===== src/rtl/alu_sequencer.sv =====
// Fetch/execute control FSM for the 16-bit CPU: instruction fetch into IR',
// exec1/exec2 timing strobes, and the CARRY/SKIP status flip-flops.
module alu_sequencer #(
   parameter int unsigned ADDR_W   = 8,
   parameter int unsigned RESET_PC = 0
) (
   input  logic              clk,
   input  logic              reset,
   input  logic [15:0]       mem_rdata,
   input  logic              mem_ready,
   input  logic              halt_req,
   input  logic              carryout,
   input  logic              carryen,
   input  logic              skipout,
   input  logic              skipen,
   output logic [ADDR_W-1:0] pc,
   output logic              mem_rd,
   output logic [15:0]       ir,
   output logic              exec1,
   output logic              exec2,
   output logic              carry_q,
   output logic              skip_q,
   output logic              halted
);

   localparam int unsigned IR_W = 16;

   localparam logic [1:0] S_FETCH = 2'd0;
   localparam logic [1:0] S_EXEC1 = 2'd1;
   localparam logic [1:0] S_EXEC2 = 2'd2;
   localparam logic [1:0] S_HALT  = 2'd3;

   // Opcode classes taken from the top two IR bits
   localparam logic [1:0] OP_JMP = 2'b10;
   localparam logic [1:0] OP_ALU = 2'b11;

   logic [1:0]        state;
   logic [1:0]        state_d;
   logic [ADDR_W-1:0] pc_d;
   logic [IR_W-1:0]   ir_d;
   logic              carry_d;
   logic              skip_d;
   logic              mem_rd_d;
   logic              exec1_d;
   logic              exec2_d;
   logic              halted_d;

   // Next-state, datapath and strobe decode; strobes are decoded from the
   // next state so they appear registered yet track the current state exactly.
   always_comb begin
      state_d = state;
      pc_d    = pc;
      ir_d    = ir;
      carry_d = carry_q;
      skip_d  = skip_q;

      case (state)
         S_FETCH: begin
            if (mem_ready) begin
               pc_d = pc + ADDR_W'(1);
               if (skip_q) begin
                  // Skipped word is dropped; fetch continues at the next address
                  skip_d = 1'b0;
               end else begin
                  ir_d    = mem_rdata;
                  state_d = S_EXEC1;
               end
            end
         end
         S_EXEC1: begin
            if (carryen) carry_d = carryout;
            if (skipen)  skip_d  = skipout;
            if (ir[15:14] == OP_ALU) begin
               state_d = halt_req ? S_HALT : S_FETCH;
            end else begin
               state_d = S_EXEC2;
            end
         end
         S_EXEC2: begin
            // Jump target overrides the already-incremented fetch address
            if (ir[15:14] == OP_JMP) pc_d = ir[ADDR_W-1:0];
            state_d = halt_req ? S_HALT : S_FETCH;
         end
         S_HALT: begin
            if (!halt_req) state_d = S_FETCH;
         end
         default: state_d = S_FETCH;
      endcase

      mem_rd_d = (state_d == S_FETCH);
      exec1_d  = (state_d == S_EXEC1);
      exec2_d  = (state_d == S_EXEC2);
      halted_d = (state_d == S_HALT);
   end

   // State, architectural registers and strobe registers
   always_ff @(posedge clk or posedge reset) begin
      if (reset) begin
         state   <= S_FETCH;
         pc      <= ADDR_W'(RESET_PC);
         ir      <= '0;
         carry_q <= 1'b0;
         skip_q  <= 1'b0;
         mem_rd  <= 1'b1;
         exec1   <= 1'b0;
         exec2   <= 1'b0;
         halted  <= 1'b0;
      end else begin
         state   <= state_d;
         pc      <= pc_d;
         ir      <= ir_d;
         carry_q <= carry_d;
         skip_q  <= skip_d;
         mem_rd  <= mem_rd_d;
         exec1   <= exec1_d;
         exec2   <= exec2_d;
         halted  <= halted_d;
      end
   end

endmodule


===== config.mk =====
export PLATFORM = sky130hd
export DESIGN_NAME = alu_sequencer
export DESIGN_NICKNAME = d
export VERILOG_FILES = /design/src/rtl/alu_sequencer.sv
export SDC_FILE = /design/constraint.sdc
export NUM_CORES = 1
export LEC_CHECK = 0
export CAP_MARGIN = 20
export CORE_UTILIZATION = 39
export DETAILED_ROUTE_END_ITERATION = 6
export PLACE_DENSITY = 0.75
export SYNTH_ARGS = -nofsm -noshare
export SYNTH_HDL_FRONTEND = slang
export SYNTH_SLANG_ARGS = --single-unit

===== constraint.sdc =====
create_clock -name clk -period 1.45 [get_ports clk]
set_clock_uncertainty 0.1 [all_clocks]
set_input_delay 0.145 -clock clk [delete_from_list [all_inputs] [get_ports clk]]
set_output_delay 0.145 -clock clk [all_outputs]
set_load 0.01 [all_outputs]

==> results.json <==
{
  "status": "complete, but fails checks",
  "violations": "negative setup slack",
  "coreArea_um2": 3440,
  "final.min_clock_period_ns": 1.55,
  "clk_share": 0.0517,
  "boundaryPins": 54,
  "rsz0062_at_grt": "true",
  "grt_max_degree": 19,
  "synth_cell_type_count": 34,
  "worstSkewPairLatency_ns": 0.29,
  "drv_cap": 0,
  "nets": 228,
  "cp_data_required_time_ns": 1.52,
  "postCtsSetupBuffers": 7,
  "ys_cells": 123,
  "cp_max_fo": 8,
  "hpwlAfterDp_um": 2700,
  "yosys-top-cells-count": "dfrtp_1 (31), mux2_2 (16), nand2_1 (11)",
  "die_h_um": 62.7,
  "warnings": 29,
  "flop-count": 32,
  "cp.depth": 3,
  "worstSetupEndpointType": "flop",
  "clock-sinks": 32,
  "finalSetupViolCount": 21,
  "switching_share": 0.359,
  "worst_pin_slew_ns": 0.312,
  "crit_family": "flip-flops",
  "worstSetupPathType": "reg -> reg",
  "worstPathArrival_ns": 1.63,
  "num-fill-cells": 237,
  "wl_per_cell_um": 15.6,
  "nWellTaps": 46,
  "top_cell_area_share": 0.541,
  "numCtsBuffers": 5,
  "maxSlewViolCount": 0,
  "cts_root_buffer": "clkbuf_8",
  "seq_share": 0.331,
  "syn_inst": 123,
  "fin_ws_ns": -0.104,
  "finalWeightedCongestion": 0.769,
  "synth-seq-cells": 32,
  "holdCritPathClass": "in -> async",
  "reg2reg_to": "ir[4]$_DFFE_PP0P_",
  "internal_power_mw": 3.72,
  "logic_gates": 82,
  "avgSynthCellArea_um2": 11.7,
  "fp_nets": 148,
  "ys.flop_type": "dfrtp_1",
  "seqPwrFrac": 0.305,
  "synth.most_common_cell": "dfrtp_1",
  "p_comb_frac": 0.533,
  "cts_resized": 46,
  "leakage_nw": 1.16,
  "cp_slowest_cell": "dfrtp_2",
  "initial_utilization": 0.417,
  "drive_gt1_frac": 0.358,
  "place_area_um2": 2140,
  "clock_power_share": 0.162,
  "topCellsByArea": "dfrtp_1 (54%), mux2_2 (13%), a21oi_1 (3.5%), nand2_1 (2.9%), o21ai_0 (2.4%)",
  "crit_start": "state[0]$_DFF_PP0_",
  "routed_wl_um": 3900,
  "postCtsHoldBufs": 0,
  "relSlewSlack": 0.791,
  "pwr_density_cell_nw_per_um2": 2380,
  "comb_share": 0.287,
  "logic_area_um2": 701,
  "drtPass1Iterations": 4,
  "ant_nets": 0,
  "buf_share": 0.303,
  "regArea_um2": 808,
  "synthesis.area_um2": 1440,
  "path_cells": "nor4b_4 -> buf_6 -> mux2_4",
  "start_kind": "flop",
  "vias": 1312,
  "antenna_found_initial": 0,
  "crit_end": "ir[4]$_DFFE_PP0P_"
}
metrics by stage:
step	total power, mW	cells	worst slack, ns
CTS	5.74	248	-0.107
global route	6.15	250	-0.142
detailed placement	4.53	232	-0.276
global placement	4.38	232	-0.214
floorplan	3.17	123	-0.0496
finish	5.81	250	-0.104
flip-flops by register name, summed over array words and instances, names as in the netlist:
register,flops
pc,8
mem_rd,1
exec1,1
exec2,1
ir,16
state,2
halted,1
skip_q,1
carry_q,1
kinds of logic (layout without fill, tap and decap cells):
kind of cell	count (synthesis)	after routing	share of synthesized area
AND/OR/NAND/NOR	34	34	0.128
flip-flops	32	32	0.559
AND-OR/OR-AND	31	31	0.146
multiplexers	16	16	0.126
buffers and inverters	9	90	0.0323
adder cells (fa/ha/maj)	1	1	0.00872
power groups by stage:
stage / combinational (mW) / sequential [mW] / clock [mW]
after floorplan: 1.28 / 1.89 / 0
after global placement: 2.64 / 1.74 / 0
after detailed placement: 2.76 / 1.77 / 0
after CTS: 3.02 / 1.76 / 0.957
after global routing: 3.31 / 1.84 / 1.00
final: 3.10 / 1.77 / 0.943
layer usage:
metal / track usage / wire length (um) / part of all wire
met1: 0.222 / 1460 / 0.37
met2: 0.367 / 1970 / 0.51
met3: 0.0985 / 346 / 0.089
met4: 0.116 / 121 / 0.031
met5: 0 / 0 / 0
layout by cell type, fill, tap and decap left out, drive strengths merged, types with 3 or more instances in the layout:
| master | count |
|---|---|
| o21ai | 9 |
| inv | 3 |
| dlygate4sd2 | 19 |
| clkbuf | 7 |
| mux2 | 16 |
| nand2 | 11 |
| buf | 26 |
| nand2b | 3 |
| dlymetal6s2s | 6 |
| dfrtp | 31 |
| nor2 | 6 |
| clkdlybuf4s50 | 28 |
| a21oi | 11 |
| nand3 | 5 |
**Congestion heat map**

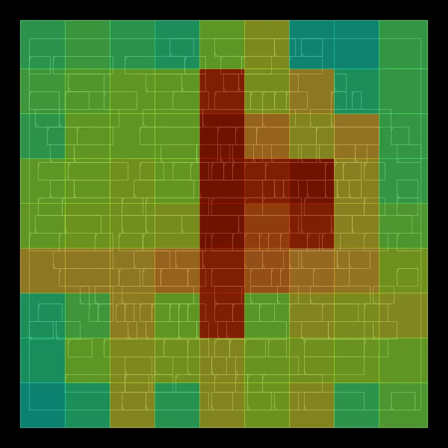
Post-Route Utilization: 0.710
gr usage total: 0.217

**Wiring by layer**

Scale: 8 px per um. Two of the layers only.
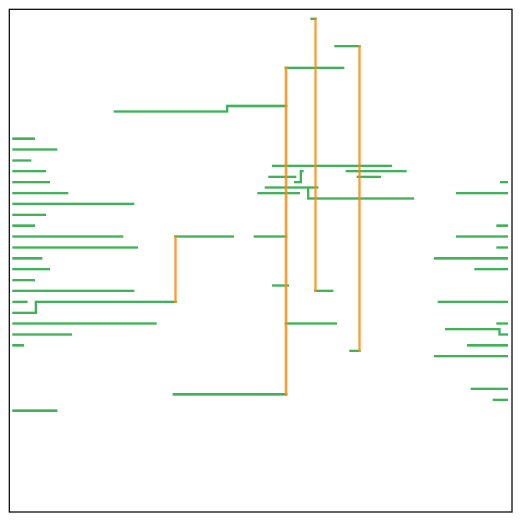
orange -> met4  # wire length 121 um
green -> met3  # wire length 346 um

**Sequential cells grouped by signal name**

Scale: 8 px per um.
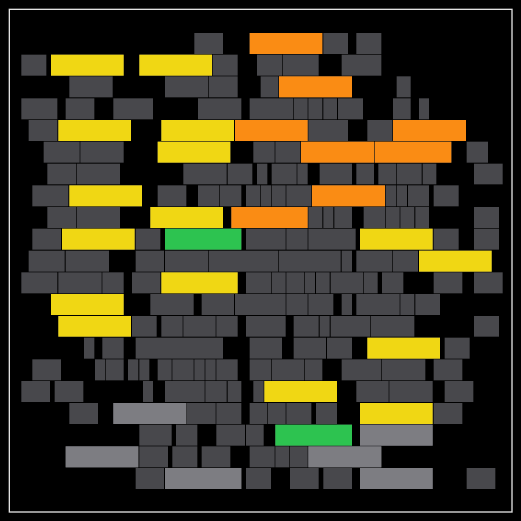
green -> `state`  # flops 2
orange -> `pc`  # flops 8
yellow -> `ir`  # flops 16

**M3 wires**

Scale: 6 px per um. Cells faint in the background.
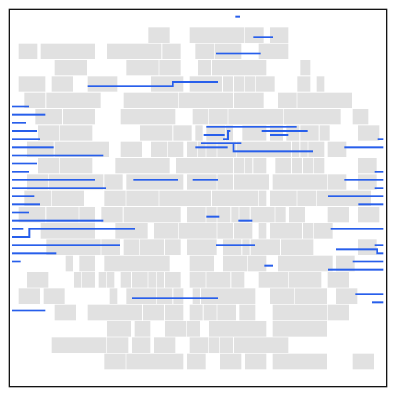
longest straight run = 17.7 um
share of all routed wire = 8.9%
main direction = horizontal

Power is estimated from default activity; no workload was simulated.
